Figure 1. M1 wires.
Bar = 20 µm. Cells faint in the background.
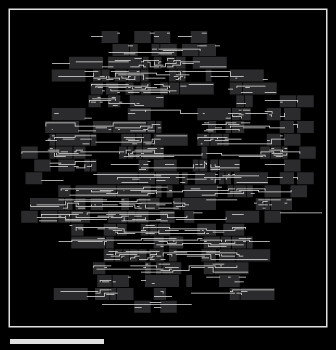
Figure 2. Metal 2.
Cells faint in the background.
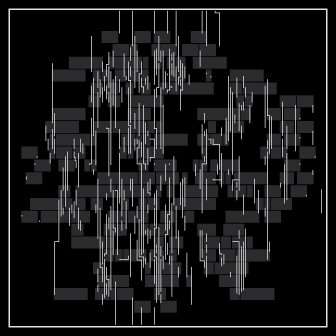
Figure 3. Metal 3.
Bar = 20 µm. Cells faint in the background.
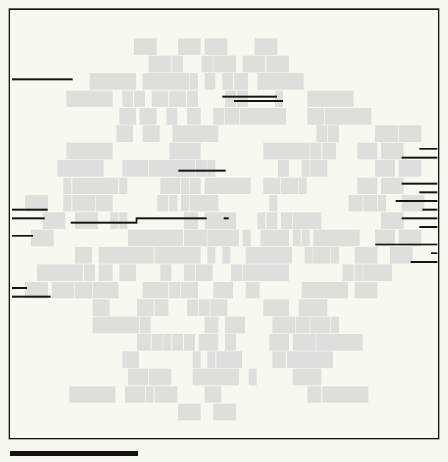
File: config.mk
export PLATFORM = sky130hd
export DESIGN_NAME = program_sequencer
export DESIGN_NICKNAME = d
export VERILOG_FILES = /design/src/rtl/program_sequencer.sv
export SDC_FILE = /design/constraint.sdc
export NUM_CORES = 1
export LEC_CHECK = 0
export CORE_MARGIN = 2
export CORE_UTILIZATION = 35
export CTS_CLUSTER_SIZE = 16
export DETAILED_ROUTE_END_ITERATION = 7
export GPL_TIMING_DRIVEN = 0
export SLEW_MARGIN = 20
export SYNTH_ARGS = -nofsm -noshare
export SYNTH_HDL_FRONTEND = slang
export SYNTH_SLANG_ARGS = --single-unit
export TNS_END_PERCENT = 5
File: constraint.sdc
create_clock -name Clock -period 3.8 [get_ports Clock]
set_input_delay 0.38 -clock Clock [delete_from_list [all_inputs] [get_ports Clock]]
set_output_delay 0.38 -clock Clock [all_outputs]
set_load 0.02 [all_outputs]
File: src/rtl/program_sequencer.sv
// program_sequencer
//   Instruction-issue controller for the 9-bit multicycle CPU and its
//   32-word synchronous instruction RAM. It owns the program counter and
//   hands each fetched word to the CPU with a one-cycle Run pulse. It then
//   waits for Done before advancing, and stops on a halt opcode, an
//   unsupported opcode or a Done timeout.
//
//   Optional feature: define SEQ_SINGLE_STEP_EN to add the Step input and
//   the PAUSE state. Each completed instruction then waits for a Step pulse.
//
// Parameters
//   ADDR_BITS  program counter / RAM address width
//   HALT_OP    opcode in IR[8:6] that stops the sequencer
//   TIMEOUT    maximum WAIT cycles allowed before Done is seen
//
// Ports
//   Clock       in   rising-edge clock
//   Reset       in   synchronous, active-high reset
//   Step        in   single-step advance pulse (SEQ_SINGLE_STEP_EN only)
//   Start       in   begin / resume execution (IDLE, HALT)
//   Done        in   CPU instruction-complete strobe
//   DATAOUT     in   registered RAM read data (also the CPU DIN)
//   ADDRESS     out  RAM read address (decoded from registered state)
//   Run         out  one-cycle issue pulse to the CPU
//   Busy        out  high in FETCH, ISSUE, WAIT (and PAUSE)
//   Halted      out  high in HALT
//   Error       out  sticky fault flag
//   PC          out  program counter
//   InstrCount  out  completed-instruction count, wraps at 255
module program_sequencer #(
  parameter int unsigned ADDR_BITS = 5,
  parameter logic [2:0]  HALT_OP   = 3'b111,
  parameter int unsigned TIMEOUT   = 4
) (
  input  logic                 Clock,
  input  logic                 Reset,
`ifdef SEQ_SINGLE_STEP_EN
  input  logic                 Step,
`endif
  input  logic                 Start,
  input  logic                 Done,
  input  logic [8:0]           DATAOUT,
  output logic [ADDR_BITS-1:0] ADDRESS,
  output logic                 Run,
  output logic                 Busy,
  output logic                 Halted,
  output logic                 Error,
  output logic [ADDR_BITS-1:0] PC,
  output logic [7:0]           InstrCount
);

  localparam int unsigned TIMER_BITS   = (TIMEOUT < 2) ? 1 : $clog2(TIMEOUT + 1);
  localparam int unsigned TIMEOUT_LAST = (TIMEOUT == 0) ? 0 : TIMEOUT - 1;

  localparam logic [2:0] OP_MVI = 3'b001;

  typedef enum logic [2:0] {
    S_IDLE  = 3'd0,
    S_FETCH = 3'd1,
    S_ISSUE = 3'd2,
    S_WAIT  = 3'd3,
    S_HALT  = 3'd4,
    S_PAUSE = 3'd5
  } state_t;

  state_t                state;
  logic [ADDR_BITS-1:0]  pc;
  logic [7:0]            instr_count;
  logic                  busy;
  logic                  halted;
  logic                  error;
  logic [TIMER_BITS-1:0] timer;
  logic [2:0]            op_q;

  logic [2:0] op_c;
  logic       op_halt_c;
  logic       op_illegal_c;
  logic       run_c;

  // Opcode decode of the word the RAM presents during ISSUE.
  assign op_c         = DATAOUT[8:6];
  assign op_halt_c    = (op_c == HALT_OP);
  assign op_illegal_c = (op_c inside {3'b100, 3'b101, 3'b110});

  // Operand fields belong to the CPU; the sequencer only looks at the opcode.
  logic unused_operands;
  assign unused_operands = ^DATAOUT[5:0];

  // Run must be decided in the same cycle the fetched word appears on the
  // registered RAM output, so it is a decode of state and DATAOUT.
  assign run_c = (state == S_ISSUE) && !op_halt_c && !op_illegal_c;

  // In ISSUE/WAIT the RAM is pointed at PC+1 so an mvi immediate lands on
  // DIN during the CPU's T1 cycle.
  always_comb begin
    ADDRESS = pc;
    if (state == S_ISSUE || state == S_WAIT) begin
      ADDRESS = pc + ADDR_BITS'(1);
    end
  end

  // Sequencer state machine with registered status outputs.
  always_ff @(posedge Clock) begin
    if (Reset) begin
      state       <= S_IDLE;
      pc          <= '0;
      instr_count <= '0;
      busy        <= 1'b0;
      halted      <= 1'b0;
      error       <= 1'b0;
      timer       <= '0;
      op_q        <= '0;
    end else begin
      case (state)
        S_IDLE: begin
          if (Start) begin
            state <= S_FETCH;
            busy  <= 1'b1;
          end
        end

        S_FETCH: begin
          state <= S_ISSUE;
        end

        S_ISSUE: begin
          if (op_halt_c) begin
            state  <= S_HALT;
            busy   <= 1'b0;
            halted <= 1'b1;
          end else if (op_illegal_c) begin
            state  <= S_HALT;
            busy   <= 1'b0;
            halted <= 1'b1;
            error  <= 1'b1;
          end else begin
            state <= S_WAIT;
            op_q  <= op_c;
            timer <= '0;
          end
        end

        S_WAIT: begin
          if (Done) begin
            // mvi consumes its immediate word as well.
            pc          <= pc + ((op_q == OP_MVI) ? ADDR_BITS'(2) : ADDR_BITS'(1));
            instr_count <= instr_count + 8'd1;
`ifdef SEQ_SINGLE_STEP_EN
            state       <= S_PAUSE;
`else
            state       <= S_FETCH;
`endif
          end else if (timer == TIMER_BITS'(TIMEOUT_LAST)) begin
            state  <= S_HALT;
            busy   <= 1'b0;
            halted <= 1'b1;
            error  <= 1'b1;
          end else begin
            timer <= timer + TIMER_BITS'(1);
          end
        end

        S_HALT: begin
          // Restart always runs the program from the top.
          if (Start) begin
            state  <= S_FETCH;
            pc     <= '0;
            error  <= 1'b0;
            busy   <= 1'b1;
            halted <= 1'b0;
          end
        end

`ifdef SEQ_SINGLE_STEP_EN
        S_PAUSE: begin
          if (Step) begin
            state <= S_FETCH;
          end
        end
`endif

        default: begin
          state  <= S_IDLE;
          busy   <= 1'b0;
          halted <= 1'b0;
        end
      endcase
    end
  end

  assign Run        = run_c;
  assign Busy       = busy;
  assign Halted     = halted;
  assign Error      = error;
  assign PC         = pc;
  assign InstrCount = instr_count;

endmodule

==> impl_metrics.tcl <==
# collected from the flow reports
set metrics [dict create \
    first_iter_violations 51 \
    cp_max_fo 10 \
    xor_share_pct 3.16 \
    power_frac_clock_pct 29.6 \
    grt_max_degree 15 \
    whs_ns 0.482 \
    min_period_ns 2.59 \
    combPwrFrac_pct 19.5 \
    clock-sinks 25 \
    yosysTopAreaCell "dfxtp_1" \
    register_area_um2 500 \
    track_usage_pct 15.3 \
    die_y_um 66.9 \
    p_int_mw 0.393 \
    fp_util_pct 37.0 \
    top_usage_layer "met2" \
    common_cells "dfxtp_1, a21oi_1, nand2_1, o21ai_0" \
    comb_cell_power_mw 0.107 \
    synth.most_common_cell "dfxtp_1" \
    fin_setup_tns_ns 0 \
    final_cells 235 \
    path_cells "buf_2, and2b_1, buf_4, nand4_1, xnor2_1, clkdlybuf4s50_1" \
    ys_ff 25 \
    utilization_pct 47.4 \
    timing.fmax_mhz 386 \
    drv_cap 0 \
    overflow 0 \
    synthAdderAreaFrac_pct 6.86 \
    cp.required_ns 3.42 \
    ys_chip_area_um2 1390 \
    cts_resized 0 \
    vias_per_cell 5.28 \
    seq-power_mw 0.278 \
    cts_tree "yes" \
    worst_pin_slew_ns 0.495 \
    mux_share_pct 2.89 \
    setup_viol 0 \
    dp_slack_ns 1.47 \
    netlist_instances 155 \
    power_density_nw_per_um2 308 \
    top_power_group "sequential cells" \
    largest_register_ffs 8 \
    gp_congestion 0.783 \
    finalWorstSetupSlack_ns 1.21 \
    comb-cell-share_pct 45.2 \
    vdd_drop_max_mv 0.186 \
    post_cts_buffers 0 \
    ant_nets 0 \
    combGateArea_um2 801 \
    core_area_um2 3740 \
    warning_count 32 \
    status "complete, no violations" \
    fin_area_um2 1770 \
    largest_cell_class "combinational gates" \
    drc_errors 0 \
    cpPeakStageDelay_ns 0.63 \
    fillers 376 \
    ys_sh_simple_pct 28.7 \
    cts-root-buf "clkbuf_8" \
    ios 35 \
    nMultiInputCombCells 113 \
    most-common-layout-cells "clkdlybuf4s50_1, dfxtp_1, a21oi_1" \
    final-hold-violation-count 0 \
    seq_cells 25 \
    ys_seq_share_pct 36.1 \
    synthesis.nets 175 \
    grt_setup_unrepaired "no" \
    hp-class "flop to flop" \
    cp_top_family "buffers and inverters" \
    cp_num_buf_inv 3 \
    numCtsBuffers 3 \
    arrival_ns 2.21 \
    antenna_found_initial 0 \
    placed_cells 231 \
    async_flop_share_pct 0 \
    ys_sh_aoi_pct 16.2 \
    start_kind "flop" \
    fin_crit_sh_pct 68.1 \
    switching_power_mw 0.153 \
    enable_flop_cells 0 \
    clk_pin_slew_worst_paths_ns 0.09 \
    yosys_warnings 0 \
    worst-setup-path-type "flop to output pin" \
    finalClockSkew_ns 0.00698 \
    pg_clk_mw 0.162 \
    p_leak_nw 0.623 \
    syn_avg_cell_area_um2 8.94 \
    num-nets-final 208 \
    clk_share_pct 2.61 \
    dr.pass1.iters 4 \
    die_w_um 66.9 \
    use_met2_pct 23.5 \
    syn_area_um2 1390 \
    slew_violations 0 \
    dpl_cell_area_um2 1730 \
    rows 22 \
    cts_buffer_depth 2 \
]
Back to the opening pictures, Figure 1:
nets with wire on the layer: 182
main direction: horizontal
wire length on this layer: 1,550 µm
share of all routed wire: 50%
met1 Usage GRT: 21.2%
drt total wl: 3080 µm

Back to the opening pictures, Figure 2:
main direction: vertical
nets with wire on the layer: 168
longest straight run: 22.8 µm
share of all routed wire: 45%
wire length on this layer: 1,380 µm

Back to the opening pictures, Figure 3:
main direction: horizontal
wire length on this layer: 121 µm
longest straight run: 10.8 µm
share of all routed wire: 3.9%
nets with wire on the layer: 20
vias: 1,241
M3 GR Usage: 2.53%

==> worst paths after layout <==
path	startpoint	to	slack, ns	cells past startpoint
max	state[1]	ADDRESS[3]	1.21	6
max reg2reg	op_q[1]	PC[4]	1.89	7
min reg2reg	Halted	Halted	0.48	2
min	Halted	Halted	0.48	2
==> routing by layer <==
| metal | wire length (µm) | share of wire, % | up-vias |
|---|---|---|---|
| met3 | 120 | 3.9 | 4 |
| met4 | 29 | 0.94 | 0 |
| met5 | 0 | 0 | - |
| li1 | - | - | 631 |
| met2 | 1380 | 45 | 23 |
| met1 | 1550 | 50 | 583 |
==> logic make-up after synthesis <==
kind of cell             after synthesis
AND-OR/OR-AND                         37
XOR/XNOR                               5
adder cells (fa/ha/maj)                7
buffers and inverters                 17
flip-flops                            25
multiplexers                           4
AND/OR/NAND/NOR                       60
